===== src/rtl/phase_select_ctrl.sv =====
// rtl/phase_select_ctrl.sv - DLL tap-select loop controller with vote filter and lock detect
module phase_select_ctrl #(
  parameter int FILT_LEN = 4,
  parameter int LOCK_CNT = 8,
  parameter bit WRAP     = 1'b1
) (
  input  logic       clk,
  input  logic       rst_n,
  input  logic       en,
  input  logic       up,
  input  logic       dn,
  output logic [2:0] q,
  output logic       step,
  output logic       step_dir,
  output logic       locked
);

  // Bit 1 of the encoding is the lock flag, so the locked output is a plain flop.
  typedef enum logic [1:0] {
    S_IDLE   = 2'b00,
    S_TRACK  = 2'b01,
    S_LOCKED = 2'b10
  } state_t;

  // A vote that lands on +/-FILT_LEN steps instead of being stored.
  localparam logic signed [4:0] C_VMAX = 5'(FILT_LEN - 1);
  localparam logic signed [4:0] C_VMIN = 5'(1 - FILT_LEN);
  localparam logic [7:0]        C_LOCK = 8'(LOCK_CNT);

  state_t             r_state;
  logic [2:0]         r_q;
  logic               r_step;
  logic               r_step_dir;
  logic signed [4:0]  r_vcnt;
  logic [7:0]         r_rcnt;
  logic               r_first;   // no real step yet since leaving IDLE

  state_t             w_state_nx;
  logic [2:0]         w_q_nx;
  logic               w_step_nx;
  logic               w_dir_nx;
  logic signed [4:0]  w_vcnt_nx;
  logic [7:0]         w_rcnt_nx;
  logic [7:0]         w_rinc;
  logic               w_first_nx;
  logic               w_lock_nx;
  logic               w_vote_up;
  logic               w_vote_dn;
  logic               w_hit_up;
  logic               w_hit_dn;
  logic               w_sat;
  logic               w_real;

  // State and datapath registers.
  always_ff @(posedge clk or negedge rst_n) begin
    if (!rst_n) begin
      r_state    <= S_IDLE;
      r_q        <= 3'd0;
      r_step     <= 1'b0;
      r_step_dir <= 1'b0;
      r_vcnt     <= 5'sd0;
      r_rcnt     <= 8'd0;
      r_first    <= 1'b1;
    end else begin
      r_state    <= w_state_nx;
      r_q        <= w_q_nx;
      r_step     <= w_step_nx;
      r_step_dir <= w_dir_nx;
      r_vcnt     <= w_vcnt_nx;
      r_rcnt     <= w_rcnt_nx;
      r_first    <= w_first_nx;
    end
  end

  // Next state: vote filter, step/wrap/saturate decision and reversal counting.
  always_comb begin
    w_vote_up  = up & ~dn;
    w_vote_dn  = dn & ~up;
    w_hit_up   = w_vote_up && (r_vcnt == C_VMAX);
    w_hit_dn   = w_vote_dn && (r_vcnt == C_VMIN);
    w_sat      = !WRAP && ((w_hit_up && (r_q == 3'd7)) || (w_hit_dn && (r_q == 3'd0)));
    w_real     = (w_hit_up || w_hit_dn) && !w_sat;
    w_rinc     = (r_rcnt == C_LOCK) ? r_rcnt : r_rcnt + 8'd1;

    w_state_nx = r_state;
    w_q_nx     = r_q;
    w_step_nx  = 1'b0;
    w_dir_nx   = r_step_dir;
    w_vcnt_nx  = r_vcnt;
    w_rcnt_nx  = r_rcnt;
    w_first_nx = r_first;
    w_lock_nx  = (r_state == S_LOCKED);

    if (!en) begin
      // Disabled wins over any pending step; q is frozen.
      w_state_nx = S_IDLE;
      w_vcnt_nx  = 5'sd0;
      w_rcnt_nx  = 8'd0;
      w_first_nx = 1'b1;
    end else begin
      if (w_hit_up || w_hit_dn)
        w_vcnt_nx = 5'sd0;
      else if (w_vote_up)
        w_vcnt_nx = r_vcnt + 5'sd1;
      else if (w_vote_dn)
        w_vcnt_nx = r_vcnt - 5'sd1;

      if (w_sat) begin
        w_rcnt_nx = 8'd0;
      end else if (w_real) begin
        w_q_nx    = w_hit_up ? r_q + 3'd1 : r_q - 3'd1;
        w_step_nx = 1'b1;
        w_dir_nx  = w_hit_up;
        if (r_first) begin
          w_first_nx = 1'b0;
        end else if (w_hit_up != r_step_dir) begin
          w_rcnt_nx = w_rinc;
          if (w_rinc == C_LOCK)
            w_lock_nx = 1'b1;
        end else begin
          // Two steps the same way means the loop is slewing, not dithering.
          w_rcnt_nx = 8'd0;
          w_lock_nx = 1'b0;
        end
      end

      w_state_nx = w_lock_nx ? S_LOCKED : S_TRACK;
    end
  end

  // Outputs straight from registers.
  always_comb begin
    q        = r_q;
    step     = r_step;
    step_dir = r_step_dir;
    locked   = r_state[1];
  end

endmodule


===== config.mk =====
export PLATFORM = sky130hd
export DESIGN_NAME = phase_select_ctrl
export DESIGN_NICKNAME = d
export VERILOG_FILES = /design/src/rtl/phase_select_ctrl.sv
export SDC_FILE = /design/constraint.sdc
export NUM_CORES = 1
export LEC_CHECK = 0
export CAP_MARGIN = 10
export CORE_MARGIN = 1.5
export CORE_UTILIZATION = 42
export DETAILED_ROUTE_END_ITERATION = 16
export GPL_TIMING_DRIVEN = 0
export PLACE_DENSITY_LB_ADDON = 0.15
export SYNTH_ARGS = -nofsm -noshare
export SYNTH_HDL_FRONTEND = slang
export SYNTH_SLANG_ARGS = --single-unit

===== constraint.sdc =====
create_clock -name clk -period 5.4 [get_ports clk]
set_clock_uncertainty 0.1 [all_clocks]
set_input_delay 1.08 -clock clk [delete_from_list [all_inputs] [get_ports clk]]
set_output_delay 1.08 -clock clk [all_outputs]
set_load 0.01 [all_outputs]

### Selected gate families, run 1

Bar = 20 um.
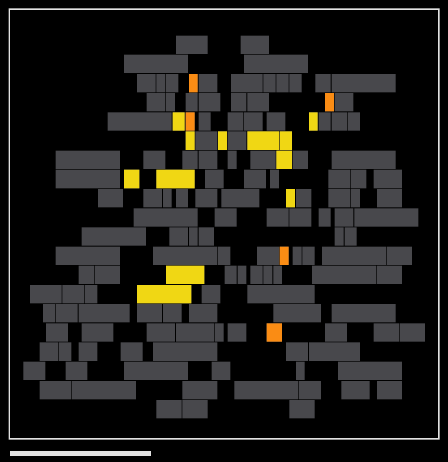
yellow -> NOR gates  # cells 12, most used nor2_1
orange -> inverters  # cells 5, most used inv_1

### Routed metal, one colour a layer, run 1

Bar = 20 um.
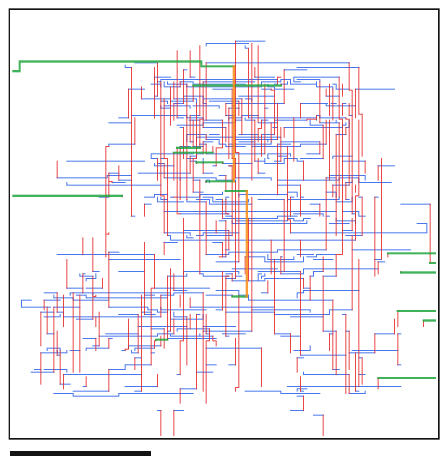
red -> metal 2  # wire length 1250 um
green -> metal 3  # wire length 111 um
orange -> metal 4  # wire length 31.3 um
blue -> metal 1  # wire length 1370 um
GR Util All Layers: 17.77%
wire length after detailed routing: 2761 um

### Where the registers sit, run 1

Bar = 20 um.
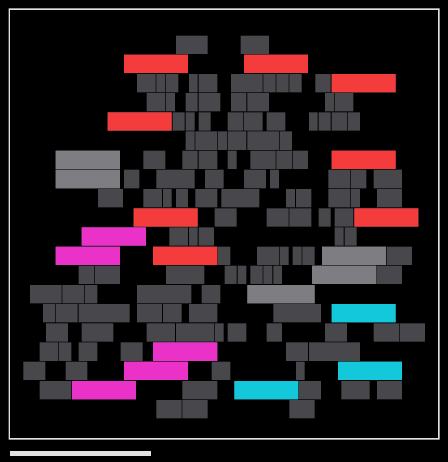
magenta -> `r_vcnt`  # flops 5, where south-west
red -> `r_rcnt`  # flops 8
cyan -> `q`  # flops 3

==> writeup.txt, run 1 <==
The run finished with clean final reports. The routed wirelength normalized by instance count was 14.38 um; the instance count of the mapped netlist was 134. sky130_fd_sc_hd__dfrtp_1 takes more of the synthesized area than any other cell. Looking at the clock tree report, the root buffer type is sky130_fd_sc_hd__clkbuf_4.

In the final layout, the share of cells above drive strength 1 is 16.22%. Counting along the longest clock path gives a buffer depth of 2. The final timing report lists a hold violation count of 0. For this design the static power due to leakage is 0.6437 nW. Subtracting the final worst setup slack from the clock period gives 3071 ps. The run gives 0 for the number of max-cap violations.

The run gives 0.3257 GHz as the achievable clock frequency. After synthesis, the most frequently instantiated cells are 20 x sky130_fd_sc_hd__dfrtp_1, 13 x sky130_fd_sc_hd__nand2_1, 7 x sky130_fd_sc_hd__nand3_1. From synthesis to final layout, the design area changed by 13.07%.

The number of port buffers works out to 10. Sequential elements use 37.69% of the synthesized area. The run gives 0 ps as the post-route setup TNS. Looking at the setup timing report, the critical path kind is in -> reg. The critical path maximum fanout is 8.

The run gives 60.69 um for the floorplan die height. The area used by sequential logic in the layout came out at 526.8 um2. Per the detail_route report, vias per standard cell equal 5.557. The tools report the number of nets in the final layout as 161. The number of clock buffers added by TritonCTS is 3. The logs give 4940 um for the first-pass GRT wire length and 314 for the number of fill cells. Cell count listed in synth_stat.txt: 134. Per the hold report, the tightest min-delay path originates at q[2]$_DFFE_PN0P_. The area of the multi-input gates is 829.5 um2, and the routability congestion estimate from global placement is 0.9029. With the number of endpoints failing setup at the final stage at 0, the CTS clock-pin slew for the worst setup and hold paths is 120 ps. With the worst-skew pair later-pin latency at 310 ps, the fraction of the cycle the final worst path needs is 56.86%. According to the floorplan report, the die width is 60.69 um. Post-CTS timing repair inserted 0 buffers for setup. On the final layout, the worst hold slack is 381.2 ps. The floorplan step records an initial core utilization of 45.04%. For the worst setup path, the data required time is 5510 ps. The main flop type is sky130_fd_sc_hd__dfrtp_1.

For the utilization of the core after routing, the log shows 50.93%.
run 1: area by class of cell:
cell class	count	share of cell area (%)
clock inverter	1	0.3167
inverter	5	1.346
sequential	21	33.33
clock buffer	3	1.425
multi-input combinational	105	52.49
buffer	3	1.267
timing repair buffer	10	6.334
tap	44	3.484
run 1: cells in the final DEF (no fill, tap or decap), drive strengths merged, types with 3 or more instances in the layout:
master         synthesis  final
dfrtp                 20     20
nand3                  7      7
o21ai                  5      5
a21o                   3      3
ha                     5      5
and3                   3      3
xnor2                  6      6
a2111oi                3      3
a22o                   3      3
clkdlybuf4s50          0     10
nor2                   4      4
nand4                  3      3
and2                   4      4
nand2                 13     13
inv                    5      5
clkbuf                 1      4
xor2                   4      4
a21oi                  5      5
a21boi                 6      6
run 1: through the flow:
stage          area, um2  power, mW  setup slack [ps]  std cells
2_1_floorplan       1398     0.3234              2655        134
3_3_place_gp        1553     0.3731              2020        188
3_5_place_dp        1553     0.3794              1985        188
4_1_cts             1580     0.4593              2319        192
5_1_grt             1580     0.4890              2127        192
6_report            1580     0.4526              2329        192
run 1: worst max-delay path: stages:
cell,delay (ps)
sky130_fd_sc_hd__clkdlybuf4s50_1,550
sky130_fd_sc_hd__nand2b_4,130
sky130_fd_sc_hd__nor4_4,490
sky130_fd_sc_hd__inv_4,140
sky130_fd_sc_hd__fa_1,400
sky130_fd_sc_hd__xnor2_1,160
sky130_fd_sc_hd__nand2_1,80
sky130_fd_sc_hd__xnor2_1,140
run 1: sequential cells by signal (all words and copies together), names as in the netlist:
signal,cells
r_rcnt,8
r_vcnt,5
q,3
r_state,2
r_first,1
step,1
step_dir,1
run 1: metal layers:
metal,part of all wire (%),up-vias,GRT usage [%]
li1,-,529,-
met1,50,514,25.47
met2,45,20,27.50
met3,4.0,4,3.625
met4,1.1,0,4.658
met5,0,-,0
run 1: cells by family (layout without fill, tap and decap cells):
kind of cell | count (synthesis) | after routing | share of synthesized area, %
xor+xnor | 10 | 10 | 6.266
simple gates | 52 | 52 | 25.07
mux | 3 | 3 | 2.328
compound gates | 33 | 33 | 18.35
buf+inv | 8 | 22 | 2.954
fa+ha+maj | 7 | 7 | 7.341
flops | 21 | 21 | 37.69
run 1: power by group:
| group | switching, mW | internal [mW] |
|---|---|---|
| Clock | 0.0514 | 0.0277 |
| Combinational | 0.0709 | 0.0856 |
| Sequential | 0.0328 | 0.184 |
| Total | 0.155 | 0.298 |
run 1: worst max-delay path by stage:
stage / cells after the start / end / slack (ps)
floorplan: 7 / q[2]$_DFFE_PN0P_ / 2660
finish: 8 / q[2]$_DFFE_PN0P_ / 2330
detailed placement: 8 / q[2]$_DFFE_PN0P_ / 1980
global route: 8 / q[2]$_DFFE_PN0P_ / 2130
global placement: 8 / q[2]$_DFFE_PN0P_ / 2020
CTS: 8 / q[2]$_DFFE_PN0P_ / 2320
--- run 2 (diff from run 1) ---
==> constraint.sdc (replaced) <==
create_clock -name clk -period 3.15 [get_ports clk]
set_clock_uncertainty 0.1 [all_clocks]
set_input_delay 0.63 -clock clk [delete_from_list [all_inputs] [get_ports clk]]
set_output_delay 0.63 -clock clk [all_outputs]
set_load 0.01 [all_outputs]
### Routed metal, one colour a layer, run 2

Bar = 20 um.
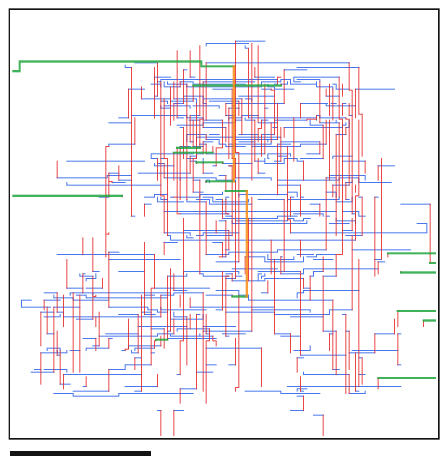
orange -> metal 4  # wire length 31.3 um
green -> metal 3  # wire length 111 um
red -> metal 2  # wire length 1250 um
blue -> metal 1  # wire length 1370 um
final routed wire length divided by cell count: 14.38 um
DR vias: 1067

==> writeup.txt, run 2 <==
The final timing report lists a hold violation count of 0. The register with the most flip-flops in the layout has 8 of them. Summed over all layers, the routed wires come to 2761 um. Per the synthesis report, the dominant area consumer among library cells is sky130_fd_sc_hd__dfrtp_1. Summing all placed instances gives a cell area of 1553 um2.

The slowest cell on the critical path is sky130_fd_sc_hd__clkdlybuf4s50_1. The static power due to leakage was 0.6437 nW. At the end of routability-driven placement, the weighted congestion stood at 0.9029. In the post-route analysis, the smallest setup slack over all paths is 529.4 ps. Before CTS, the worst setup slack after placement is 184.7 ps. Sequential-to-total area share from yosys stat: 37.69%. Counting every instance in the synthesized netlist gives 134.

The die is 60.69 um wide. Leaving out fill and tap cells, the most frequent cell in the layout is sky130_fd_sc_hd__dfrtp_1. The commonest cells after synthesis are 20 x sky130_fd_sc_hd__dfrtp_1, 13 x sky130_fd_sc_hd__nand2_1, 7 x sky130_fd_sc_hd__nand3_1.

In the CTS report, the clock slew at the register clock pins of the worst setup and hold paths is listed as 120 ps. Clock tree root buffer cell: sky130_fd_sc_hd__clkbuf_4. With the first-pass GRT wire length at 4940 um, the logic depth of the worst path, buffers included is 8. The register name with the most flops was r_rcnt. The run gives 0 ps for the post-route setup TNS. The core utilization before placement is 45.04%. Dividing the final minimum period by the clock period gives 83.19%. In this run the layout overhead on the synthesized area is reported as 13.07%. The number of endpoints failing setup at the final stage came out at 0. The routed design shows a via density per instance of 5.557. The finished layout reports a core utilization of 50.93%.

In the synthesized netlist the dominant register cell turns out to be sky130_fd_sc_hd__dfrtp_1. Synthesis inferred 21 register bits. For the post-CTS setup buffer count, the log shows 0. Combined buffer and inverter count along the critical path: 2. The run gives 0.7759 mW for the total power.

The floorplan die height is 60.69 um. Hold timing on the final database bottoms out at a slack of 381.2 ps. The report lists the cells along the critical path as clkdlybuf4s50_1 > nand2b_4 > nor4_4 > inv_4 > fa_1 > xnor2_1 > nand2_1 > xnor2_1. The run finished with clean final reports. In this design, the critical path's most frequently occurring cell is sky130_fd_sc_hd__xnor2_1. The clock period could shrink to 2621 ps. Among all stages on the critical path, the maximum delay recorded is 550 ps. Class of the most critical setup path: in -> reg. The clock reaches the later pin of the worst-skew pair after 310 ps. The layout has 314 filler cells.

The number of port buffers is 10, and the global router's overall resource usage is 17.77%. The area of the core was 3103 um2. The family with the most delay on the worst path is simple AND/OR/NAND/NOR gates. In the layout the commonest cells are 20 x sky130_fd_sc_hd__dfrtp_1, 13 x sky130_fd_sc_hd__nand2_1, 10 x sky130_fd_sc_hd__clkdlybuf4s50_1.
run 2: cell counts after synthesis:
Identical to the previous run, type by type.
run 2: area by class of cell:
cell class              instances  area [um2]  share of cell area [%]
well taps                      44       55.05                   3.484
multi-input cells             105       829.5                   52.49
plain buffers                   3       20.02                   1.267
clock inverters                 1       5.005                  0.3167
repair buffers                 10       100.1                   6.334
inverters                       5       21.27                   1.346
flip-flops and latches         21       526.8                   33.33
clock buffers                   3       22.52                   1.425
run 2: cells by family (layout without fill, tap and decap cells):
family                     Yosys count  in the layout  synth area share [%]
AOI/OAI and AO/OA                   33             33                 18.35
adders and majority gates            7              7                 7.341
xor gates and xnor gates            10             10                 6.266
muxes                                3              3                 2.328
and+or+nand+nor                     52             52                 25.07
DFF                                 21             21                 37.69
buffers and inverters                8             22                 2.954
run 2: worst paths after layout:
path | from | endpoint | slack (ps)
max in group asynchronous | rst_n | r_vcnt[4]$_DFFE_PN0P_ | 1670
worst min register to register | q[2]$_DFFE_PN0P_ | q[2]$_DFFE_PN0P_ | 380
worst max-delay path | up | q[2]$_DFFE_PN0P_ | 530
min in group asynchronous | rst_n | r_rcnt[3]$_DFFE_PN0P_ | 720
worst min-delay path | q[2]$_DFFE_PN0P_ | q[2]$_DFFE_PN0P_ | 380
worst max register to register | r_vcnt[0]$_DFFE_PN0P_ | q[2]$_DFFE_PN0P_ | 960
run 2: where the power goes:
part | internal (mW) | total (mW) | switching, mW
logic | 0.147 | 0.268 | 0.122
clock network | 0.0475 | 0.136 | 0.0880
registers | 0.316 | 0.372 | 0.0562
run 2: per-layer routing:
metal	share of wire (%)	vias up	track usage (%)
li1	-	529	-
met1	50	514	25.47
met2	45	20	27.50
met3	4.0	4	3.625
met4	1.1	0	4.658
met5	0	-	0
Power is estimated from default activity; no workload was simulated.
